### config.mk
export PLATFORM = sky130hd
export DESIGN_NAME = uart_rx
export DESIGN_NICKNAME = d
export VERILOG_FILES = /design/src/rtl/uart_pkg.sv /design/src/rtl/uart_rx_sync_2ff.sv /design/src/rtl/uart_rx.sv
export SDC_FILE = /design/constraint.sdc
export NUM_CORES = 1
export LEC_CHECK = 0
export CAP_MARGIN = 30
export CORE_MARGIN = 2
export CORE_UTILIZATION = 53
export CTS_CLUSTER_DIAMETER = 100
export DETAILED_ROUTE_END_ITERATION = 12
export PLACE_DENSITY = 0.77
export SLEW_MARGIN = 20
export SYNTH_ARGS = -nofsm -noshare
export SYNTH_HDL_FRONTEND = slang
export SYNTH_HIERARCHICAL = 1
export SYNTH_SLANG_ARGS = --single-unit
### constraint.sdc
create_clock -name i_clk -period 1.7 [get_ports i_clk]
set_clock_uncertainty 0.05 [all_clocks]
set_input_delay 0.34 -clock i_clk [delete_from_list [all_inputs] [get_ports i_clk]]
set_output_delay 0.34 -clock i_clk [all_outputs]
set_load 0.01 [all_outputs]
### src/rtl/uart_pkg.sv
// Shared definitions for the UART receiver: state encoding and the
// parameter range checks used at elaboration.
package uart_pkg;

  typedef enum logic [2:0] {
    ST_IDLE,
    ST_START,
    ST_DATA,
    ST_STOP,
    ST_WAIT_HIGH
  } rx_state_e;

  localparam int BAUD_DIV_MIN  = 2;
  localparam int DATA_BITS_MIN = 5;
  localparam int DATA_BITS_MAX = 9;

  function automatic bit baud_div_ok(input int b);
    return b >= BAUD_DIV_MIN;
  endfunction

  function automatic bit data_bits_ok(input int d);
    return (d >= DATA_BITS_MIN) && (d <= DATA_BITS_MAX);
  endfunction

endpackage

### src/rtl/uart_rx_sync_2ff.sv
// Two-flop synchronizer with a configurable reset / power-up value.
// Both flops start at RST_VAL so an idle-high line reads idle from time zero.
module sync_2ff #(
  parameter logic RST_VAL = 1'b1
) (
  input  logic i_clk,
  input  logic i_reset,
  input  logic d_i,
  output logic q_o
);

  logic meta_q = RST_VAL;
  logic sync_q = RST_VAL;

  always_ff @(posedge i_clk) begin
    if (i_reset) begin
      meta_q <= RST_VAL;
      sync_q <= RST_VAL;
    end else begin
      meta_q <= d_i;
      sync_q <= meta_q;
    end
  end

  assign q_o = sync_q;

endmodule

### src/rtl/uart_rx.sv
// UART receiver: mid-bit sampling, LSB-first data, stop-bit check with
// a one-shot framing error and a wait for the line to return high.
module uart_rx
  import uart_pkg::*;
#(
  parameter int BAUD_DIV  = 3,
  parameter int DATA_BITS = 8
) (
  input  logic                 i_clk,
  input  logic                 i_reset,
  input  logic                 i_rx,
  output logic [DATA_BITS-1:0] o_data,
  output logic                 o_valid,
  output logic                 o_frame_err,
  output logic                 o_busy
);

  localparam int CW = $clog2(BAUD_DIV);
  localparam int IW = $clog2(DATA_BITS + 1);

  localparam logic [CW-1:0] RELOAD = CW'(BAUD_DIV - 1);
  localparam logic [CW-1:0] HALF   = CW'((BAUD_DIV - 1) / 2);
  localparam logic [IW-1:0] LAST   = IW'(DATA_BITS - 1);

  if (!baud_div_ok(BAUD_DIV)) begin : g_bad_baud
    $error("uart_rx: BAUD_DIV must be >= 2");
  end
  if (!data_bits_ok(DATA_BITS)) begin : g_bad_bits
    $error("uart_rx: DATA_BITS must be in 5..9");
  end

  logic rx_s;

  sync_2ff #(
    .RST_VAL(1'b1)
  ) u_sync (
    .i_clk  (i_clk),
    .i_reset(i_reset),
    .d_i    (i_rx),
    .q_o    (rx_s)
  );

  rx_state_e            state_q = ST_IDLE;
  logic [CW-1:0]        cnt_q   = '0;
  logic [IW-1:0]        idx_q   = '0;
  logic [DATA_BITS-1:0] shift_q = '0;
  logic [DATA_BITS-1:0] data_q  = '0;
  logic                 valid_q = 1'b0;
  logic                 ferr_q  = 1'b0;
  logic                 tick;

  assign tick = (cnt_q == '0);

  always_ff @(posedge i_clk) begin
    if (i_reset) begin
      state_q <= ST_IDLE;
      cnt_q   <= '0;
      idx_q   <= '0;
      shift_q <= '0;
      data_q  <= '0;
      valid_q <= 1'b0;
      ferr_q  <= 1'b0;
    end else begin
      valid_q <= 1'b0;
      ferr_q  <= 1'b0;
      if (state_q != ST_IDLE) begin
        cnt_q <= tick ? RELOAD : cnt_q - 1'b1;
      end
      unique case (state_q)
        ST_IDLE: begin
          if (!rx_s) begin
            state_q <= ST_START;
            cnt_q   <= HALF;
          end
        end
        ST_START: begin
          if (tick) begin
            if (rx_s) begin
              state_q <= ST_IDLE;
            end else begin
              state_q <= ST_DATA;
              idx_q   <= '0;
            end
          end
        end
        ST_DATA: begin
          if (tick) begin
            shift_q <= {rx_s, shift_q[DATA_BITS-1:1]};
            idx_q   <= idx_q + 1'b1;
            if (idx_q == LAST) begin
              state_q <= ST_STOP;
            end
          end
        end
        ST_STOP: begin
          if (tick) begin
            if (rx_s) begin
              valid_q <= 1'b1;
              data_q  <= shift_q;
              state_q <= ST_IDLE;
            end else begin
              ferr_q  <= 1'b1;
              state_q <= ST_WAIT_HIGH;
            end
          end
        end
        // a held-low break must not retrigger until the line recovers
        ST_WAIT_HIGH: begin
          if (rx_s) begin
            state_q <= ST_IDLE;
          end
        end
        default: state_q <= ST_IDLE;
      endcase
    end
  end

  assign o_data      = data_q;
  assign o_valid     = valid_q;
  assign o_frame_err = ferr_q;
  assign o_busy      = (state_q != ST_IDLE);

`ifdef FORMAL
  always_ff @(posedge i_clk) begin
    assert (!(valid_q && ferr_q));
  end
`endif

endmodule
### Logic cells by family

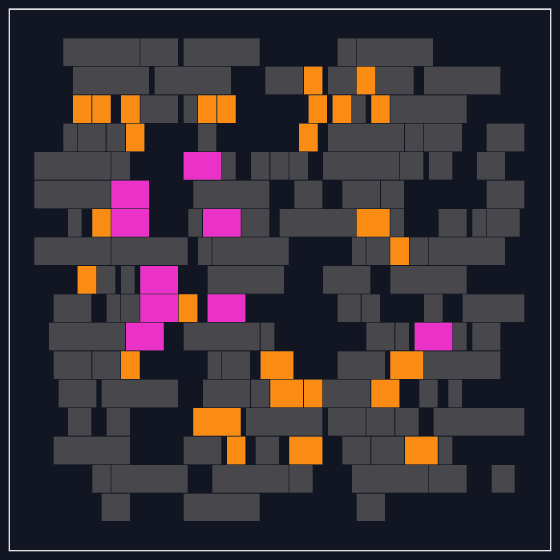
| colour | family | cells |
|---|---|---|
| orange | inverting AOI/OAI gates | 27 |
| magenta | multiplexers | 9 |
commonest non-fill, non-tap cell in the layout: dfxtp_1
post-route non-filler standard cell count: 174
logic share of the area: 38.5%

### Signal wires by layer

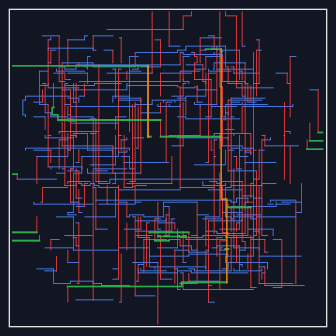
| colour | layer | wire length |
|---|---|---|
| red | met2 | 1140 um |
| blue | met1 | 1100 um |
| green | met3 | 113 um |
| orange | met4 | 50.6 um |
wire length per cell after detailed routing: 13.8 um
total routing usage reported by global routing: 21.6%
via count of the routed design: 968
detailed-route wire length: 2410 um

==> results.rst <==
Implementation results
======================

.. list-table::
   :header-rows: 1

   * - Metric
     - Value
   * - Total of endpoints with negative setup slack in the final report
     - 0
   * - Standard cell area after detailed placement
     - 0.00137 mm^2
   * - Core Density at Floorplan
     - 55.4%
   * - MI comb cells
     - 85
   * - Fraction of cell area in non-clock buffers
     - 14.0%
   * - Worst-case clock buffer depth
     - 2
   * - Async S/R FF share, synth
     - 0%
   * - Count of unresolved DRC violations after routing
     - 0
   * - DIE AREA
     - 0.00267 mm^2
   * - Total count of hold-check failures in the final report
     - 0
   * - Peak Freq
     - 0.614 GHz
   * - Share of the cycle needed by the critical path after routing
     - 95.7%
   * - Initial antenna violation count
     - 0
   * - Seq area share
     - 40.5%
   * - Final weighted congestion in routability-driven placement
     - 0.759
   * - Utilization after layout
     - 66.5%
   * - Total area of sequential cells
     - 584 um^2
   * - Slew at the pin closest to its max-slew limit
     - 372 ps
   * - Synthesis warning total
     - 6
   * - Synth cell types
     - 32
   * - Post-synthesis instance area
     - 0.00120 mm^2
   * - XOR/XNOR share of the synthesized area
     - 0%
   * - TritonCTS clock tree
     - yes
   * - Most used standard cell by instance count after synthesis
     - dfxtp_1
   * - Area delta synth->final
     - 20.0%
   * - Clock transition at the registers of the reported paths
     - 90 ps
   * - Cell count after synthesis
     - 127
   * - Number of detailed-route iterations in the first pass
     - 4
   * - Number of nets at floorplan
     - 133
   * - Non-Filler Cell Area, Final
     - 0.00144 mm^2
   * - FF-to-FF Start
     - cnt_q[1]$_SDFF_PP0_
   * - Min Hold Slack
     - 365 ps
   * - Die Span Y
     - 51.6 um
   * - Fraction of final layout cells sized beyond drive strength 1
     - 15.1%
   * - Last element of the critical path
     - o_data[1]
   * - Crit path from
     - o_data[1]$_SDFFE_PP0P_
   * - Core area
     - 0.00217 mm^2
   * - Pwr per Cell Area
     - 824 mW/mm^2
   * - Class of the most critical setup path
     - register to primary output
   * - Run status
     - finished clean
   * - Highest-count cells in the layout ignoring fill and taps
     - dfxtp_1 (28), nor2_1 (12), clkdlybuf4s50_1 (12), nand3_1 (11), a21oi_1 (10)
   * - Worst R2R End
     - shift_q[0]$_SDFFE_PP0P_
   * - Data required time at the worst endpoint
     - 1310 ps
   * - Delay of the slowest critical-path stage
     - 550 ps
   * - Setup Slack @ Placement
     - 135 ps
   * - Site row count
     - 17
### Clock wires, drivers and flops

Bar = 20 um.
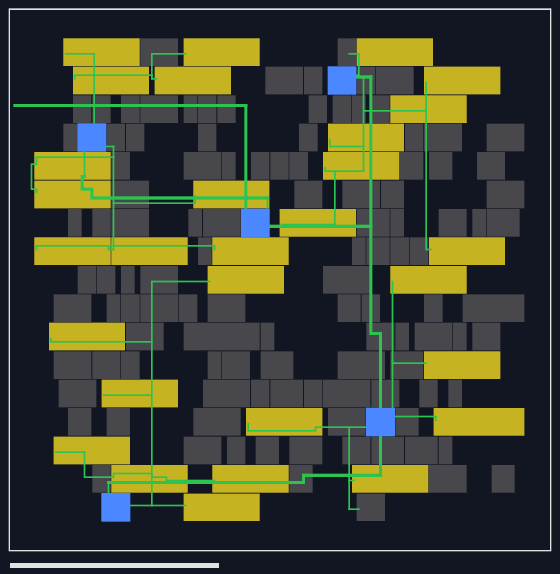
[green] clock wires | length: 383 um
[blue] cells driving clock nets | count: 5
[yellow] flip-flops | count: 29
flops lie: spread over the die
routed clock nets: 6
clock group share of total power: 35.1%
worst skew pair latency: 350 ps

## power breakdown
group,internal [mW],switching [mW],leakage (nW)
Sequential,0.686,0.00720,0.235
Clock,0.155,0.261,0.0310
Combinational,0.0360,0.0428,0.244
Total,0.877,0.311,0.510
## what timing repair did
item,CTS,global route
resized,4,0
setup buffers,1,0
hold buffers,0,0
endpoints found under the setup margin,1,0
## registers in the layout (all words and copies together), names as in the netlist
| name | count |
|---|---|
| u_sync/meta_q | 1 |
| state_q | 3 |
| o_data | 8 |
| cnt_q | 2 |
| o_frame_err | 1 |
| idx_q | 4 |
| o_valid | 1 |
| shift_q | 8 |
| u_sync/q_o | 1 |
## how the worst min path moves through the flow
stage | depth (start not counted) | to | slack [ps] | start
floorplan | 1 | u_sync/q_o$_SDFF_PP1_ | 330 | u_sync/meta_q$_SDFF_PP1_
global placement | 1 | u_sync/q_o$_SDFF_PP1_ | 340 | u_sync/meta_q$_SDFF_PP1_
detailed placement | 1 | u_sync/q_o$_SDFF_PP1_ | 340 | u_sync/meta_q$_SDFF_PP1_
CTS | 1 | u_sync/q_o$_SDFF_PP1_ | 370 | u_sync/meta_q$_SDFF_PP1_
global route | 1 | u_sync/q_o$_SDFF_PP1_ | 380 | u_sync/meta_q$_SDFF_PP1_
finish | 1 | u_sync/q_o$_SDFF_PP1_ | 360 | u_sync/meta_q$_SDFF_PP1_
## worst reg2reg max path, cell delays in order, from the launching register on
cell	delay, ps
dfxtp_1	350
inv_1	80
ha_1	200
and4bb_2	360
buf_12	160
mux2i_1	210
nor2_1	60
## per-layer routing
metal  vias up  routed length [um]  global-route usage (%)
li1        484                   -                       -
met1       456                1100                    25.1
met2        22                1140                    33.3
met3         6                 112                    6.90
met4         0                  50                    15.8
met5         -                   0                       0
Power and IR drop assume default switching activity.
